Run 1, M4 wires:
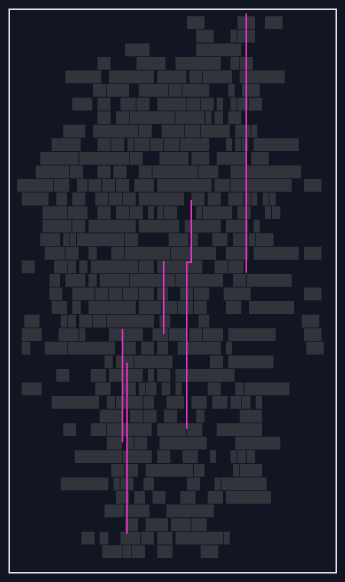
Run 1, clock wiring as the flow saved it:
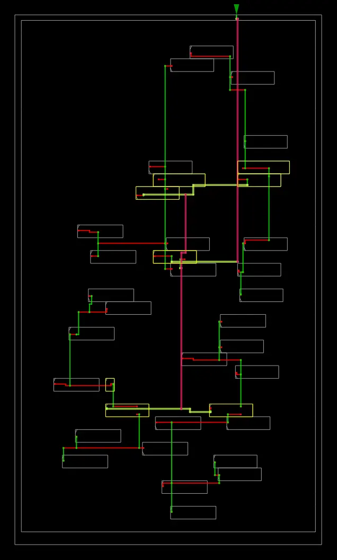
Run 1, placement by cell class:
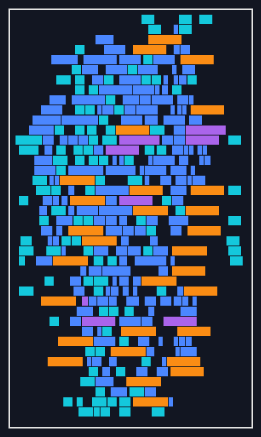
`src/rtl/seg_decode_s_if.sv`:
```
// seg_decode_s_if: snoop bus between the 7-seg seconds display and its readback decoder
interface seg_decode_s_if;
  logic [13:0] seg;
  logic        seq_clr;
  logic [5:0]  cnt_s;
  logic        upd;
  logic        blank;
  logic        digit_err;
  logic        seq_err;
  modport master (output seg, seq_clr, input cnt_s, upd, blank, digit_err, seq_err);
  modport slave  (input seg, seq_clr, output cnt_s, upd, blank, digit_err, seq_err);
endinterface

```
`src/rtl/seg_decode_s.sv`:
```
// seg_decode_s: recovers 0..59 seconds from a two-digit active-low 7-seg bus with stability filter
module seg_decode_s #(
  parameter int STABLE_CYCLES = 4,
  parameter bit CHECK_SEQ     = 1
) (
  input logic           clk,
  input logic           rst,
  seg_decode_s_if.slave bus
);
  localparam int CW = $clog2(STABLE_CYCLES + 1);
  typedef enum logic {SETTLE, LOCKED} state_t;
  state_t        state_q, state_d;
  logic [13:0]   seg_q;
  logic [CW-1:0] stab_q, stab_d;
  logic [5:0]    cnt_q, cnt_d;
  logic          upd_q, upd_d, blank_q, blank_d, derr_q, derr_d, serr_q, serr_d, have_q, have_d;
  logic [4:0]    ones, tens;
  logic [5:0]    val, nxt;
  logic          same, commit, legal, seq_hit;
  // glyph lookup: {valid, digit}; abcdefg active-low
  function automatic logic [4:0] dec(input logic [6:0] g);
    case (g)
      7'b0000001: dec = 5'h10;
      7'b1001111: dec = 5'h11;
      7'b0010010: dec = 5'h12;
      7'b0000110: dec = 5'h13;
      7'b1001100: dec = 5'h14;
      7'b0100100: dec = 5'h15;
      7'b0100000: dec = 5'h16;
      7'b0001111: dec = 5'h17;
      7'b0000000: dec = 5'h18;
      7'b0000100: dec = 5'h19;
      default:    dec = 5'h00;
    endcase
  endfunction
  assign ones    = dec(bus.seg[6:0]);
  assign tens    = dec(bus.seg[13:7]);
  assign legal   = ones[4] & tens[4] & (tens[3:0] <= 4'd5);
  assign val     = 6'(tens[3:0]) * 6'd10 + 6'(ones[3:0]);
  assign nxt     = (cnt_q == 6'd59) ? 6'd0 : cnt_q + 6'd1;
  assign same    = bus.seg == seg_q;
  assign commit  = same && state_q == SETTLE && stab_q == CW'(STABLE_CYCLES - 1);
  assign seq_hit = CHECK_SEQ && have_q && val != cnt_q && val != nxt;
  // settle/lock sequencing and commit of the decoded value and flags
  always_comb begin
    state_d = state_q;
    stab_d  = stab_q;
    cnt_d   = cnt_q;
    upd_d   = 1'b0;
    blank_d = blank_q;
    derr_d  = derr_q;
    have_d  = have_q;
    serr_d  = serr_q & ~bus.seq_clr;
    if (!same) begin
      state_d = SETTLE;
      stab_d  = '0;
    end else if (commit) begin
      state_d = LOCKED;
      if (legal) begin
        cnt_d   = val;
        upd_d   = val != cnt_q || !have_q;
        blank_d = 1'b0;
        derr_d  = 1'b0;
        have_d  = 1'b1;
        serr_d  = serr_d | seq_hit;
      end else begin
        blank_d = bus.seg == 14'h3FFF;
        derr_d  = bus.seg != 14'h3FFF;
        have_d  = 1'b0;
      end
    end else if (state_q == SETTLE) begin
      stab_d = stab_q + 1'b1;
    end
  end
  // state register; reset leaves the bus assumed blank so a blank input settles quietly
  always_ff @(posedge clk or posedge rst) begin
    if (rst) begin
      seg_q   <= 14'h3FFF;
      state_q <= SETTLE;
      stab_q  <= '0;
      cnt_q   <= '0;
      upd_q   <= 1'b0;
      blank_q <= 1'b1;
      derr_q  <= 1'b0;
      serr_q  <= 1'b0;
      have_q  <= 1'b0;
    end else begin
      seg_q   <= bus.seg;
      state_q <= state_d;
      stab_q  <= stab_d;
      cnt_q   <= cnt_d;
      upd_q   <= upd_d;
      blank_q <= blank_d;
      derr_q  <= derr_d;
      serr_q  <= serr_d;
      have_q  <= have_d;
    end
  end
  assign bus.cnt_s     = cnt_q;
  assign bus.upd       = upd_q;
  assign bus.blank     = blank_q;
  assign bus.digit_err = derr_q;
  assign bus.seq_err   = serr_q;
endmodule

```
`src/flat_wrapper.sv`:
```
// flat-port wrapper written by rule: the top's interface ports become plain ports
module seg_decode_s_flat 
#(
  parameter int STABLE_CYCLES = 4,
  parameter bit CHECK_SEQ     = 1
)
  (clk, rst, bus_seg, bus_seq_clr, bus_cnt_s, bus_upd, bus_blank, bus_digit_err, bus_seq_err);
  seg_decode_s_if bus_i ();
  input logic clk;
  input logic rst;
  input wire logic [$bits(bus_i.seg)-1:0] bus_seg;
  input wire logic [$bits(bus_i.seq_clr)-1:0] bus_seq_clr;
  output wire logic [$bits(bus_i.cnt_s)-1:0] bus_cnt_s;
  output wire logic [$bits(bus_i.upd)-1:0] bus_upd;
  output wire logic [$bits(bus_i.blank)-1:0] bus_blank;
  output wire logic [$bits(bus_i.digit_err)-1:0] bus_digit_err;
  output wire logic [$bits(bus_i.seq_err)-1:0] bus_seq_err;
  assign bus_i.seg = bus_seg;
  assign bus_i.seq_clr = bus_seq_clr;
  assign bus_cnt_s = bus_i.cnt_s;
  assign bus_upd = bus_i.upd;
  assign bus_blank = bus_i.blank;
  assign bus_digit_err = bus_i.digit_err;
  assign bus_seq_err = bus_i.seq_err;
  seg_decode_s #(.STABLE_CYCLES(STABLE_CYCLES), .CHECK_SEQ(CHECK_SEQ)) u_core (.clk(clk), .rst(rst), .bus(bus_i));
endmodule
```
`config.mk`:
```
export PLATFORM = sky130hd
export DESIGN_NAME = seg_decode_s_flat
export DESIGN_NICKNAME = d
export VERILOG_FILES = /design/src/rtl/seg_decode_s_if.sv /design/src/rtl/seg_decode_s.sv /design/src/flat_wrapper.sv
export SDC_FILE = /design/constraint.sdc
export NUM_CORES = 1
export LEC_CHECK = 0
export CAP_MARGIN = 20
export CORE_ASPECT_RATIO = 1.75
export CORE_UTILIZATION = 30
export CTS_CLUSTER_SIZE = 25
export DETAILED_ROUTE_END_ITERATION = 12
export SYNTH_ARGS = -nofsm -noshare
export SYNTH_HDL_FRONTEND = slang
export SYNTH_SLANG_ARGS = --single-unit
```
`constraint.sdc`:
```
create_clock -name clk -period 3.14 [get_ports clk]
set_input_delay 0.942 -clock clk [delete_from_list [all_inputs] [get_ports clk]]
set_output_delay 0.942 -clock clk [all_outputs]
set_load 0.01 [all_outputs]
```
==> run notes, run 1 <==
Status of the implementation.

- The fraction of synthesized cell area taken by the top area cell type is 18.76%, for reference.
- The number of inserted diodes is 0, for reference.
- The via-per-instance ratio is 5.008, for reference.
- The area growth from synthesis to layout is 67.18%, for reference.
- Ranked by total area, the top cell class in this layout is multi-input combinational cells.
- The number of synthesized flops with an enable pin is 0, for reference.
- The largest vdd supply drop is between 0.2 and 0.3 mV, for reference.
- The kind of start point of the critical path is a primary input, for reference.
- Per the synthesis report, the simple-gate share of the synthesized area is 19.24%.
- The checks that failed: setup timing.
- The met2 layer wire length in the routed design is around 3600 microns, for reference.
- The flip-flop count of the largest register, all copies and words added is 14, for reference.
- The worst min-delay path category is flip-flop to flip-flop, for reference.
- For reference, the critical path cell chain is dlygate4sd2_1 > nor2_1 > a22oi_1 > nand2b_1 > o21ai_4 > ha_4 > inv_2 > fa_2 > nor2b_4 > o21ai_2 > xnor2_2 > xnor2_2 > buf_4 > xnor2_2 > a31o_2 > o32ai_2.
- The floorplan step defined a core boundary enclosing between 6000 and 7000 sq um.
- The post-synth area from yosys stat is approximately 2100 sq um, for reference.
- Timing would allow up to between 200 and 300 MHz.
- The final setup violation count is 2, for reference.
- For reference, the placement row count at floorplan is about 40.
- Of all nets on the critical path, the largest fanout is 4.
- The final timing report gives a worst setup slack of -0.2785 ns.
- The flow ran to the end, but the final reports show violations.
- The leakage power total is 1.577 nW, for reference.
- The worst setup path is of the primary input to flip-flop kind.
- The library cell appearing most often on the critical path is xnor2_2, for reference.
- Sequential cells make up a little over a fifth of the cell area.
Notes on 'M4 wires' above:
nets with wire on the layer: 5
longest straight run: 51.7 microns
main direction: vertical
wire length on this layer: 169 microns

Notes on 'clock wiring as the flow saved it' above:
clock group power: 0.000628 W
clock buf count: 5

Notes on 'placement by cell class' above:
[cyan] other buffers and delay cells | cells: 104 | share of their area: 26%
[orange] flops | cells: 29 | share of their area: 22%
[blue] all other logic | cells: 169 | share of their area: 47%
[purple] clock drivers and dummy loads | cells: 8 | share of their area: 5.6%

==> run 2, diff against run 1 <==
Settings changed: ABC_AREA set to 1.
Clock period 3.14 ns to 4.05 ns, I/O delays scaled along.
==> run 2 against run 1 <==
Effect of this change: hold slack is essentially flat; wire length is essentially flat; synthesized area grew 13%; global-route usage shrank 1.5 points; critical endpoint is now u_core.bus.upd$_DFF_PP0_; utilization shrank 11 points; total power shrank 36%; cell count grew 32%; sequential power shrank 23%; synthesized cell count grew 72%; via count grew 20%; sequential share of layout area grew 2.6 points; the run now ends clean; cell area shrank 11%.
==> run notes, run 2 <==
Status of the implementation.

- The number of hold-slack violations in the final timing report is 0, for reference.
- The final worst slack is 0.3140 ns (+0.5925 ns).
- The max-slew violation total from the final report is 0, for reference.
- The detailed placer's ending HPWL is between 4000 and 5000 microns, for reference.
- The clock distribution power was 0.000367 W (-42%).
- The cell count of the worst hold path is 2, for reference.
- The cell that appears most often on the critical path is nand2_1.
- The area growth from synthesis to layout is 32.45%, for reference.
- The number of placement rows is 42 (+5.0%), for reference.
- Once iteration 0 of detailed routing completed, the report listed 140 DRC markers.
- The power after layout is a little under 0.0008 W, for reference.
- The largest vdd supply drop is 0.1457 mV (-46%), for reference.
- The synthesized netlist handed to floorplanning was reported with a cell count of ~370.
- The via-per-instance ratio came to 4.555 (-9.0%).
- The footprint of the flip-flops and latches is around 740 sq um, for reference.
- The cell area after synthesis is approximately 2400 sq um, for reference.
- Before CTS, the worst setup slack after placement is -0.06452 ns.
- The number of synthesized flops with an enable pin is 0 (unchanged).
- The kind of start point of the critical path is a primary input, for reference.
- The average instance in the mapped netlist occupies approximately 6.5 sq um.
- The count of buffers not belonging to the clock network in the layout is ~62, for reference.
- The post-synth area from yosys stat is 2364 sq um (+13%), for reference.
- The fraction of synthesized cell area taken by the top area cell type is 19.06% (+0.30 points).
- The synthesis log from Yosys contains 0 warnings.
- The flip-flop count of the largest register, all copies and words added was 14 (unchanged).
- The via count of the first global-routing pass is between 2,000 and 2,500, for reference.
- The final setup violation count is 0 (-2), for reference.
- The met2 layer wire length in the routed design is 3330 microns (-7.4%), for reference.
- The top cell class by occupied area is multi-input combinational cells, for reference.
- The footprint of the multi-input gates is about 1400 sq um, for reference.
- The transition time recorded at the tightest slew-check pin is 0.5341 ns.
- The nature of the critical path endpoint is a flip-flop, for reference.
- The layout clock buffer count is 5 (unchanged), for reference.
- The final-stage net count is between 400 and 500, for reference.
- The report lists the cells along the critical path as clkdlybuf4s50_1 > nor2_2 > nand2_1 > inv_2 > nand2_1 > nand2_1 > nor2_2 > inv_1 > ha_1 > ha_1 > nand3_1 > nand2_1 > nand2_1 > nand2_1 > nand3_1 > nand2_1 > nand2_1 > nand2_1 > nand2_1 > o21ai_2 > inv_1.
- The met3 wirelength from detailed routing is 175 microns, for reference.
- The largest fanout on the critical path is 3 (-1).
- The area of the core region was 7620 sq um (+12%).
- The number of inserted diodes is 0 (unchanged), for reference.
- The critical path start-end classification is primary input to flip-flop, for reference.
- The maximum operating frequency is 267.7 MHz, for reference.
- The tree is rooted in a clkbuf_16.
- The leakage power total came to 1.745 nW (+11%).
- The run finished with clean final reports.
- The sequential portion of the cell area is 23.78% (+2.6 points), for reference.
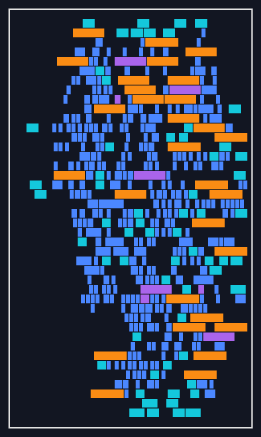
Run 2: placement by cell class
[cyan] other buffers and delay cells | cells: 62 | share of their area: 18%
[blue] all other logic | cells: 334 | share of their area: 53%
[orange] flops | cells: 29 | share of their area: 25%
[purple] clock drivers and dummy loads | cells: 8 | share of their area: 4.7%

Power figures rest on the tool's default switching activity, not on a simulated workload.
